## config.mk

```make
export PLATFORM = sky130hd
export DESIGN_NAME = ack_bus_collector
export DESIGN_NICKNAME = d
export VERILOG_FILES = /design/src/rtl/ack_bus_pkg.sv /design/src/rtl/ack_rr_arbiter.sv /design/src/rtl/ack_bus_collector.sv
export SDC_FILE = /design/constraint.sdc
export NUM_CORES = 1
export LEC_CHECK = 0
export ABC_AREA = 1
export CORE_MARGIN = 5
export CORE_UTILIZATION = 52
export CTS_CLUSTER_DIAMETER = 80
export DETAILED_ROUTE_END_ITERATION = 10
export PLACE_DENSITY_LB_ADDON = 0.15
export RECOVER_POWER = 50
export SLEW_MARGIN = 20
export SYNTH_ARGS = -nofsm -noshare
export SYNTH_HDL_FRONTEND = slang
export SYNTH_SLANG_ARGS = --single-unit
```

## constraint.sdc

```tcl
create_clock -name CLK -period 6.1 [get_ports CLK]
set_input_delay 0.61 -clock CLK [delete_from_list [all_inputs] [get_ports CLK]]
set_output_delay 0.61 -clock CLK [all_outputs]
set_load 0.02 [all_outputs]
```

## src/rtl/ack_bus_pkg.sv

```systemverilog
// Shared widths, defaults and pointer helper for the acknowledgment bus.
package ack_bus_pkg;

   localparam int ACK_ID_W            = 2;
   localparam int ACK_NUM_MODULES     = 4;
   localparam int ACK_TIMEOUT_DEFAULT = 255;

   // Round-robin successor of a winner index among n sources.
   function automatic int rr_next(input int idx, input int n);
      return (idx + 1 >= n) ? 0 : idx + 1;
   endfunction

endpackage

```

## src/rtl/ack_rr_arbiter.sv

```systemverilog
// Combinational round-robin arbiter: first requester at or above i_ptr, with wrap-around.
// Zero latency; no state and no backpressure, grant is qualified by the caller.
module ack_rr_arbiter
   import ack_bus_pkg::*;
#(
   parameter int N     = ACK_NUM_MODULES,
   parameter int IDX_W = $clog2(ACK_NUM_MODULES)
) (
   input  logic [N-1:0]     i_req,
   input  logic [IDX_W-1:0] i_ptr,
   output logic [N-1:0]     o_grant,
   output logic [IDX_W-1:0] o_idx,
   output logic             o_any
);

   logic [IDX_W-1:0] w_sel;

   always_comb begin
      o_grant = '0;
      o_idx   = '0;
      o_any   = 1'b0;
      w_sel   = '0;
      for (int k = 0; k < N; k++) begin
         w_sel = IDX_W'((int'(i_ptr) + k) % N);
         if (!o_any && i_req[w_sel]) begin
            o_any          = 1'b1;
            o_grant[w_sel] = 1'b1;
            o_idx          = w_sel;
         end
      end
   end

endmodule

```

## src/rtl/ack_bus_collector.sv

```systemverilog
// Collects module acks round-robin into a one-entry output register; 1-cycle latency, no bubble when drained.
// ACK_READY drops while the register is full and not drained; ACK_BUS_TIMEOUT_EN adds a sticky stall flag.
module ack_bus_collector
   import ack_bus_pkg::*;
#(
   parameter int NUM_MODULES    = ACK_NUM_MODULES,
   parameter int ID_W           = ACK_ID_W,
   parameter int TIMEOUT_CYCLES = ACK_TIMEOUT_DEFAULT
) (
   input  logic                        CLK,
   input  logic                        RST,
   input  logic [NUM_MODULES-1:0]      ACK_VALID,
   input  logic [NUM_MODULES*ID_W-1:0] MODULE_SOURCE_ID,
   output logic [NUM_MODULES-1:0]      ACK_READY,
   output logic                        ACK_OUT_VALID,
   input  logic                        ACK_OUT_READY,
   output logic [ID_W-1:0]             ACK_OUT_ID,
   output logic                        ACK_TIMEOUT
);

   localparam int PTR_W = $clog2(NUM_MODULES);

   logic [PTR_W-1:0]       r_ptr;
   logic                   r_out_vld;
   logic [ID_W-1:0]        r_out_id;
   logic [NUM_MODULES-1:0] w_grant;
   logic [PTR_W-1:0]       w_win_idx;
   logic                   w_any;
   logic                   w_can_accept;
   logic                   w_mod_hs;
   logic [PTR_W-1:0]       w_ptr_nxt;

   ack_rr_arbiter #(
      .N     (NUM_MODULES),
      .IDX_W (PTR_W)
   ) u_arb (
      .i_req   (ACK_VALID),
      .i_ptr   (r_ptr),
      .o_grant (w_grant),
      .o_idx   (w_win_idx),
      .o_any   (w_any)
   );

   // Draining and refilling in the same cycle keeps full throughput.
   assign w_can_accept = ~r_out_vld | ACK_OUT_READY;
   assign w_mod_hs     = w_any & w_can_accept;
   assign ACK_READY    = w_can_accept ? w_grant : '0;
   assign w_ptr_nxt    = PTR_W'(rr_next(int'(w_win_idx), NUM_MODULES));

   always_ff @(posedge CLK or posedge RST) begin
      if (RST) begin
         r_ptr     <= '0;
         r_out_vld <= 1'b0;
         r_out_id  <= '0;
      end else if (w_mod_hs) begin
         r_out_vld <= 1'b1;
         r_out_id  <= MODULE_SOURCE_ID[w_win_idx*ID_W +: ID_W];
         r_ptr     <= w_ptr_nxt;
      end else if (ACK_OUT_READY) begin
         r_out_vld <= 1'b0;
      end
   end

   assign ACK_OUT_VALID = r_out_vld;
   assign ACK_OUT_ID    = r_out_id;

`ifdef ACK_BUS_TIMEOUT_EN
   localparam int               CNT_W   = $clog2(TIMEOUT_CYCLES + 1);
   localparam logic [CNT_W-1:0] CNT_MAX = CNT_W'(TIMEOUT_CYCLES);

   logic [CNT_W-1:0] r_stall_cnt;
   logic             r_timeout;

   always_ff @(posedge CLK or posedge RST) begin
      if (RST) begin
         r_stall_cnt <= '0;
         r_timeout   <= 1'b0;
      end else begin
         if (r_stall_cnt == CNT_MAX)
            r_timeout <= 1'b1;
         if (!r_out_vld || ACK_OUT_READY)
            r_stall_cnt <= '0;
         else if (r_stall_cnt != CNT_MAX)
            r_stall_cnt <= r_stall_cnt + CNT_W'(1);
      end
   end

   assign ACK_TIMEOUT = r_timeout;
`else
   assign ACK_TIMEOUT = 1'b0;
`endif

endmodule

```

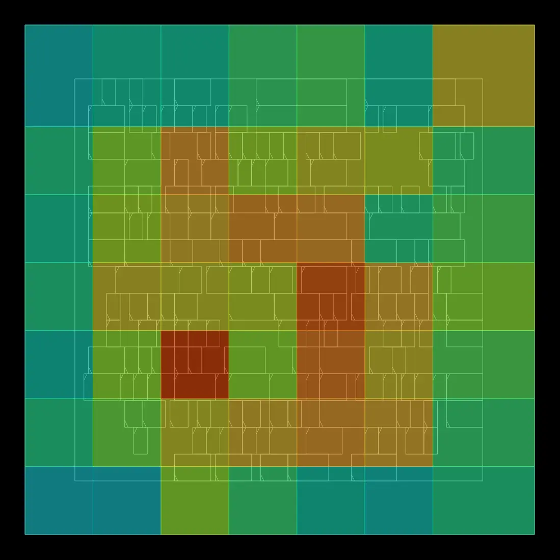
**Above:** routing congestion map.
WL/cell: 11.4 um
met1 usage: 23.0%

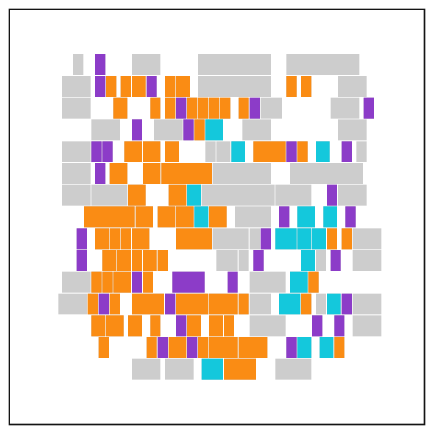
**Above:** gate families picked out.
Scale: 8 px per um.
- orange: NAND gates (cells 70)
- purple: inverters (cells 33)
- cyan: inverting AOI/OAI gates (cells 17)

==> run notes <==
Purpose: to document the outcome of synthesis and place and route.

Synthesis
The largest family of logic cells by area is simple AND/OR/NAND/NOR gates. The post-synthesis register bit count is 5. The compound-cell area share of the yosys netlist is 10.7%. In the Yosys report the total cell count is 142. The post-synth design cell area is 905 um2.

The mux share of post-synthesis cell area is 0%. The most common cell in the synthesized netlist is sky130_fd_sc_hd__nand2_1. Looking at area per cell type in the netlist, the leader is sky130_fd_sc_hd__nand2_1. The synthesized netlist devotes 48.8% of its cell area to simple gates. The area fraction in full adders, half adders and majority gates is 9.68%.

Ranked by instance count, the synthesized netlist is headed by 34 x sky130_fd_sc_hd__nand2_1, 29 x sky130_fd_sc_hd__inv_1, 12 x sky130_fd_sc_hd__nand3_1. In the Yosys report, the sequential cells make up 13.8% of the chip area. Synthesis produced a netlist whose cell count is 142.

Power
The internal portion of the total power is 0.000298 W. Combinational power for this build is 0.000611 W. Per the breakdown, switching nets consume 59.5% of all power. Combinational logic burns 83.0% of the power. Per report_power, the sequential group accounts for 11.4% of the total. The peak supply drop is 0.000350 V. Per report_power, the clock group accounts for 5.7% of the total. The group that draws the most power in this run is combinational cells. Per report_power, the Clock row totals 0.0000417 W. The flow reported a cell area power density of 644 nW/um2.

Cells and area
The proportion of layout cells with a drive suffix above 1 is 16.4%. The final layout report lists a clock buffer count of 4. The share of the final layout cell area in multi-input gates is 55.0%.

Per the area breakdown, the dominant cell category is multi-input combinational cells. The flop share of the area is 10.9%. Fill cells in the final layout number 167. Leaving out fill and tap cells, the most frequent cell in the layout is sky130_fd_sc_hd__nand2_1. The net total in the final layout is 188. The utilization of the core after routing is 67.7%. Non-clock inverters in the final layout number 33. The combinational gate count is 102. Per the final report, the share of cell area in non-clock buffers is 18.4%. After the flow finishes, the layout carries non-filler instances totaling 182.

Ranking logic cells in the layout by count gives the top entries 34 x sky130_fd_sc_hd__nand2_1, 29 x sky130_fd_sc_hd__inv_1, 17 x sky130_fd_sc_hd__clkdlybuf4s50_1.

Place
The post-placement cell area is 1120 um2. Input and output buffers added on the ports amount to 21. The worst-case setup slack after placement is 2.76 ns. For this run the detailed placement stage logged an HPWL of 1720 um.

Worst setup path
The timing report gives the biggest stage delay along the critical path as 0.70 ns. The critical path data arrival time is 3.01 ns. The maximum fanout encountered on the critical timing path is 13.

The cell that appears most often on the critical path is sky130_fd_sc_hd__nand2_1. The cell class contributing the biggest share of worst-path delay is buffers and inverters. STA classifies the critical path endpoint as a primary output. The capture point of the critical path was reported as ACK_READY[0]. The data required time at the worst endpoint is 5.49 ns.

The number of cells on the worst reg-to-reg path is 13. STA lists the endpoint of the worst register-to-register path as ACK_OUT_ID[1]. The critical path launch point type is a register. The path type of the worst setup path is reg -> out. The startpoint of the lowest-slack register-to-register path is r_ptr[0].

Route
The top routing layer in use is met4. The first routing iteration left 18 violations. In the final routing, the length of wire on met1 measures 928 um. The total number of vias is 924. Before antenna repair, the detailed router went through 4 iterations. In the detailed route, the total length drawn on met2 is 1030 um. The routed layout reports a DRC error count of 0.

GRT
The met2 global-route usage is 31.4%. The pin count of the biggest net entering global routing is 14. The most used routing layer in global routing is met2.

Timing
The final critical path time including I/O delays and setup is 3.62 ns. On the final layout, the worst hold slack is 0.473 ns. The maximum clock skew at final layout is 0.00319 ns. For the final routed database, the setup TNS stands at 0 ns. The count of final max-slew check failures is 0. The slew of the pin with the lowest slew margin is 0.576 ns. The number of hold-slack violations in the final timing report is 0.

The number of setup violations in the final report is 0.

Floorplan
The top-level port count is 23. The report lists the number of standard-cell rows as 15. Tap insertion was completed with 17 tapcells. Measured along the y axis, the die boundary spans 51.7 um.

Clock tree
The post-CTS resize count is 0. TritonCTS built the clock tree. Clock tree synthesis inserted a total of 3 buffers. The root cell of the clock tree is sky130_fd_sc_hd__clkbuf_4. Looking at the clock tree report, the maximum root-to-sink buffer count equals 2. The sink count of the clock tree is 5. Per the repair_timing log after CTS, setup buffers inserted total 0.

Status
The run finished with clean final reports.

Run
The run reported a max-capacitance violation count of 0.

Worst hold path
Looking at the hold checks, the worst path lands on ACK_OUT_ID[1]. In this run the most critical hold path is launched from ACK_OUT_ID[1].
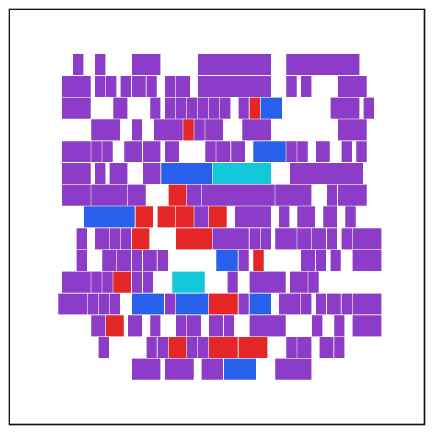
**Above:** sizing map.
Scale: 8 px per um.
- blue: drive 3 to 4 (cells 9; share 5.5%)
- purple: drive 1 or less (cells 138; share 84%)
- red: drive 2 (cells 16; share 9.7%)
- cyan: drive 6 and up (cells 2; share 1.2%)
PnR worst setup slack: 2.48 ns
area overhead of the layout relative to synthesis: 26.4%
number of signal-net buffers in the layout: 21

No activity file was given, so power comes from the tool's default toggle rates.
